## src/rtl/vga_addr_gen.sv

```systemverilog
`default_nettype none
// ============================================================================
// Module   : vga_addr_gen
// Purpose  : Reads an image header once per frame, then issues one sequential
//            pixel read per in-window pix_tick with latency-aligned pixel_en.
// Revision : 1.0 - initial release
// ============================================================================
module vga_addr_gen #(
  parameter int COORD_W     = 10,
  parameter int ADDR_W      = 19,
  parameter int DIM_W       = 16,
  parameter int H_START     = 145,
  parameter int V_START     = 35,
  parameter int HDR_ADDR    = 2,
  parameter int BASE_ORIG   = 6,
  parameter int BASE_INTERP = 250505,
  parameter int MEM_LAT     = 1,
  parameter int MAX_DIM     = 400
) (
  input  logic               clk,
  input  logic               rst_n,
  input  logic               pix_tick,
  input  logic [COORD_W-1:0] x,
  input  logic [COORD_W-1:0] y,
  input  logic               mode,
  input  logic [DIM_W-1:0]   mem_rdata,
  output logic [ADDR_W-1:0]  mem_addr,
  output logic               pixel_en,
  output logic               frame_start,
  output logic [DIM_W-1:0]   dim_active
);

  localparam int CNT_W = 3;
  localparam int CMP_W = COORD_W + DIM_W + 1;

  typedef enum logic [1:0] {
    BLANK    = 2'd0,
    HDR_WAIT = 2'd1,
    READY    = 2'd2,
    ACTIVE   = 2'd3
  } state_t;

  state_t             state_q, state_d;
  logic [CNT_W-1:0]   cnt_q, cnt_d;
  logic [ADDR_W-1:0]  mem_addr_q, mem_addr_d;
  logic [ADDR_W-1:0]  addr_ptr_q, addr_ptr_d;
  logic [DIM_W-1:0]   dim_orig_q, dim_orig_d;
  logic               mode_frame_q, mode_frame_d;
  logic               frame_start_q, frame_start_d;
  logic [MEM_LAT:0]   pipe_q, pipe_d;

  logic [DIM_W-1:0]   quarter, triple, dim_interp, dim_sel;
  logic [CMP_W-1:0]   x_e, y_e, h_lo, h_hi, v_lo, v_hi;
  logic               y_blank, in_win, issue;

  // 3*(d>>2) never exceeds DIM_W bits; it is either 0 or >= 3, so only the
  // zero case can go negative after subtracting 2.
  always_comb begin
    quarter    = dim_orig_q >> 2;
    triple     = quarter + (quarter << 1);
    dim_interp = (triple < DIM_W'(2)) ? '0 : triple - DIM_W'(2);
    dim_sel    = mode_frame_q ? dim_interp : dim_orig_q;
    dim_active = (dim_sel > DIM_W'(MAX_DIM)) ? DIM_W'(MAX_DIM) : dim_sel;
  end

  always_comb begin
    x_e     = CMP_W'(x);
    y_e     = CMP_W'(y);
    h_lo    = CMP_W'(H_START);
    v_lo    = CMP_W'(V_START);
    h_hi    = h_lo + CMP_W'(dim_active);
    v_hi    = v_lo + CMP_W'(dim_active);
    y_blank = (y_e < v_lo);
    in_win  = (x_e >= h_lo) && (x_e < h_hi) && (y_e >= v_lo) && (y_e < v_hi);
  end

  always_comb begin
    state_d       = state_q;
    cnt_d         = cnt_q;
    mem_addr_d    = mem_addr_q;
    addr_ptr_d    = addr_ptr_q;
    dim_orig_d    = dim_orig_q;
    mode_frame_d  = mode_frame_q;
    frame_start_d = 1'b0;
    issue         = 1'b0;

    case (state_q)
      BLANK: begin
        if (pix_tick && y_blank) begin
          mem_addr_d = ADDR_W'(HDR_ADDR);
          cnt_d      = CNT_W'(MEM_LAT);
          state_d    = HDR_WAIT;
        end
      end
      HDR_WAIT: begin
        if (cnt_q == '0) begin
          dim_orig_d    = mem_rdata;
          mode_frame_d  = mode;
          frame_start_d = 1'b1;
          addr_ptr_d    = mode ? ADDR_W'(BASE_INTERP) : ADDR_W'(BASE_ORIG);
          state_d       = READY;
        end else begin
          cnt_d = cnt_q - CNT_W'(1);
        end
      end
      READY: begin
        if (pix_tick && !y_blank) begin
          state_d = ACTIVE;
          issue   = in_win;
        end
      end
      ACTIVE: begin
        if (pix_tick) begin
          if (y_blank) state_d = BLANK;
          else         issue   = in_win;
        end
      end
      default: state_d = BLANK;
    endcase

    if (issue) begin
      mem_addr_d = addr_ptr_q;
      addr_ptr_d = addr_ptr_q + ADDR_W'(1);
    end

    // Stage 0 is the issue-valid bit; stage MEM_LAT lines up with mem_rdata.
    pipe_d = {pipe_q[MEM_LAT-1:0], issue};
  end

  always_ff @(posedge clk or negedge rst_n) begin
    if (!rst_n) begin
      state_q       <= BLANK;
      cnt_q         <= '0;
      mem_addr_q    <= '0;
      addr_ptr_q    <= ADDR_W'(BASE_ORIG);
      dim_orig_q    <= '0;
      mode_frame_q  <= 1'b0;
      frame_start_q <= 1'b0;
      pipe_q        <= '0;
    end else begin
      state_q       <= state_d;
      cnt_q         <= cnt_d;
      mem_addr_q    <= mem_addr_d;
      addr_ptr_q    <= addr_ptr_d;
      dim_orig_q    <= dim_orig_d;
      mode_frame_q  <= mode_frame_d;
      frame_start_q <= frame_start_d;
      pipe_q        <= pipe_d;
    end
  end

  assign mem_addr    = mem_addr_q;
  assign pixel_en    = pipe_q[MEM_LAT];
  assign frame_start = frame_start_q;

endmodule
`default_nettype wire

```

## config.mk

```make
export PLATFORM = sky130hd
export DESIGN_NAME = vga_addr_gen
export DESIGN_NICKNAME = d
export VERILOG_FILES = /design/src/rtl/vga_addr_gen.sv
export SDC_FILE = /design/constraint.sdc
export NUM_CORES = 1
export LEC_CHECK = 0
export ABC_AREA = 1
export CORE_ASPECT_RATIO = 0.8
export CORE_MARGIN = 2
export CORE_UTILIZATION = 51
export CTS_CLUSTER_DIAMETER = 120
export CTS_CLUSTER_SIZE = 12
export DETAILED_ROUTE_END_ITERATION = 10
export PLACE_DENSITY_LB_ADDON = 0.2
export SLEW_MARGIN = 10
export SYNTH_ARGS = -nofsm -noshare
export SYNTH_HDL_FRONTEND = slang
export SYNTH_SLANG_ARGS = --single-unit
```

## constraint.sdc

```tcl
create_clock -name clk -period 5.6 [get_ports clk]
set_clock_uncertainty 0.2 [all_clocks]
set_input_delay 0.84 -clock clk [delete_from_list [all_inputs] [get_ports clk]]
set_output_delay 0.84 -clock clk [all_outputs]
set_load 0.01 [all_outputs]
```

==> results_dict.tcl <==
# metrics dict for downstream scripts
set metrics [dict create \
    seq_cell_count 63 \
    placed_area_um2 6300 \
    synthCells 801 \
    mi_logic_area_um2 3790 \
    critical_path.top_delay_family "simple AND/OR/NAND/NOR gates" \
    dp_slack_ps -64.2 \
    crit_cells 39 \
    io_buffers 69 \
    worstMarginPinSlew_ps 1380 \
    log.warning_count 34 \
    grt_start_max_net_pins 64 \
    rsz0062_at_grt "true" \
    max_clock_freq_ghz 0.177 \
    min_path_type "reg2reg" \
    lay_top_cells "277 x nand2_1, 93 x inv_1, 68 x clkdlybuf4s50_1" \
    cts_tree "yes" \
    ant_nets 0 \
    powerDensity_nw_per_um2 637 \
    topCellsByArea "dfrtp_1 28%, nand2_1 22%, ha_1 9.9%, inv_1 6.6%, nor2_1 3.9%" \
    layout.nets 996 \
    clk_share 0.0399 \
    synthTopCellsByCount "318 x nand2_1, 96 x inv_1, 61 x dfrtp_1" \
    drt_pre_antenna_iters 5 \
    cp.required_ps 5670 \
    cp_data_arrival_time_ps 5730 \
    area_share_nonclk_buffers 0.146 \
    coreArea_um2 10300 \
    cp_max_fo 7 \
    critPathLaunchType "flip-flop" \
    grt_pass1_wl_um 22800 \
    slew_viol_final 0 \
    cts.htree.levels 3 \
    critPathKind "reg2reg" \
    fill_cells 787 \
    dp.cells 1009 \
    stdcell_count 1057 \
    cts_resized 2 \
    root_buffer "clkbuf_16" \
    slew_headroom 0.0793 \
    clk_pin_slew_ps 60 \
    clock_latency_ps 330 \
    leakagePower_nw 3.62 \
    synth_dominant_cell_count "nand2_1" \
    die_y_um 96.2 \
    drt_iter0_markers 418 \
    lay_top_count "nand2_1" \
    pin_count 77 \
    r2r_start "dim_orig_q[3]$_DFFE_PN0P_" \
    period_needed_ps 5660 \
    holdWs_ps 149 \
    via_per_inst 5.26 \
    regArea_um2 1580 \
    cp-endpoint "mem_addr[2]$_DFFE_PN0P_" \
    outcome "complete, but fails checks" \
    num_tap_cells 140 \
    place_hpwl_um 10400 \
    hp-start "pipe_q[0]$_DFF_PN0_" \
    gp_congestion 0.897 \
    max_stage_delay_ps 470 \
    clockBufferDepth 2 \
    grt-ovfl-total 0 \
    synth.largest_area_cell "dfrtp_1" \
    syn-cell-area_um2 5420 \
    comb_area_frac 0.522 \
    nClkBuffers 10 \
    violations "setup timing" \
    inverters_excl_clock 98 \
    finalSetupViolCount 21 \
    antenna_found_initial 0 \
    finalPower_w 0.00463 \
    worst_slack_ps -64.1 \
    yosysCellCount 801 \
    drc 0 \
    rr_endpoint "mem_addr[2]$_DFFE_PN0P_" \
    ys_chip_area_um2 5420 \
    ys_seq_elements 63 \
    cts.sinks 63 \
]
## routing by layer
layer / share of wire / up-vias / GRT usage
met5: 0 / - / 0
met4: 0.018 / 0 / 0.0724
met3: 0.059 / 26 / 0.0409
met2: 0.46 / 203 / 0.414
met1: 0.46 / 2593 / 0.329
li1: - / 2734 / -
## logic make-up (layout without fill, tap and decap cells)
family / Yosys count / in the layout / synth area share
DFF: 63 / 63 / 0.291
buffers and inverters: 115 / 220 / 0.0880
xor gates and xnor gates: 29 / 29 / 0.0469
adders and majority gates: 44 / 44 / 0.103
other: 2 / 8 / 0.00139
and+or+nand+nor: 482 / 487 / 0.400
AOI/OAI and AO/OA: 66 / 66 / 0.0693
## power by group
group	internal, W	switching, W
sequential	0.000642	0.000214
combinational	0.00124	0.00199
clock	0.000343	0.000204
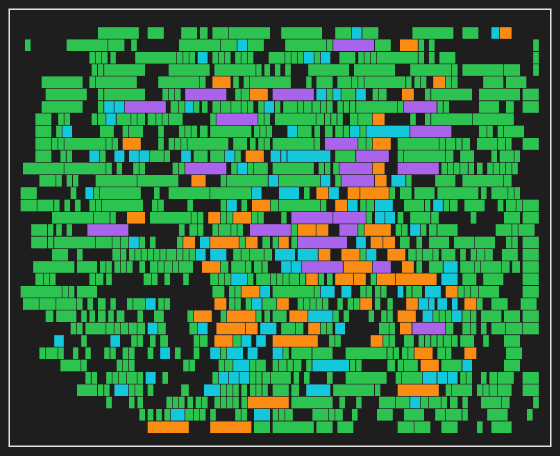
**Above:** cell sizes after repair.
| size | color | cells | share | most used |
|---|---|---|---|---|
| drive 3 to 4 | orange | 66 | 7.2% | buf_4 |
| drive 2 | cyan | 98 | 11% | nand2_2 |
| drive 6 and up | purple | 22 | 2.4% | clkbuf_16 |
| drive 1 or less | green | 731 | 80% | nand2_1 |
bufs w/o clock: 106
Final WS setup: -64.1 ps
final instance area: 7270 um^2
synth-to-layout area growth: 34.1%

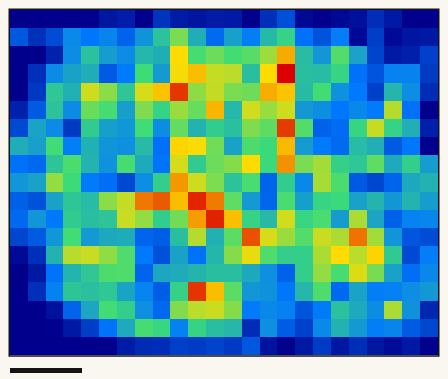
**Above:** routed metal per tile.
The bar under the picture is 20 um long. 24 x 19 tiles, from dark blue (low) to red (high), scaled to the fullest tile. Values are wire area over tile area, all layers added.
mean over tiles: 0.21
tiles over half the peak: 27%
fullest tile: 0.58
densest ninth of the die: center
wire per inst: 14.4 um
final wirelength: 15300 um
Global Route Usage Sum: 0.246
via count: 5556

Power and IR drop assume default switching activity.
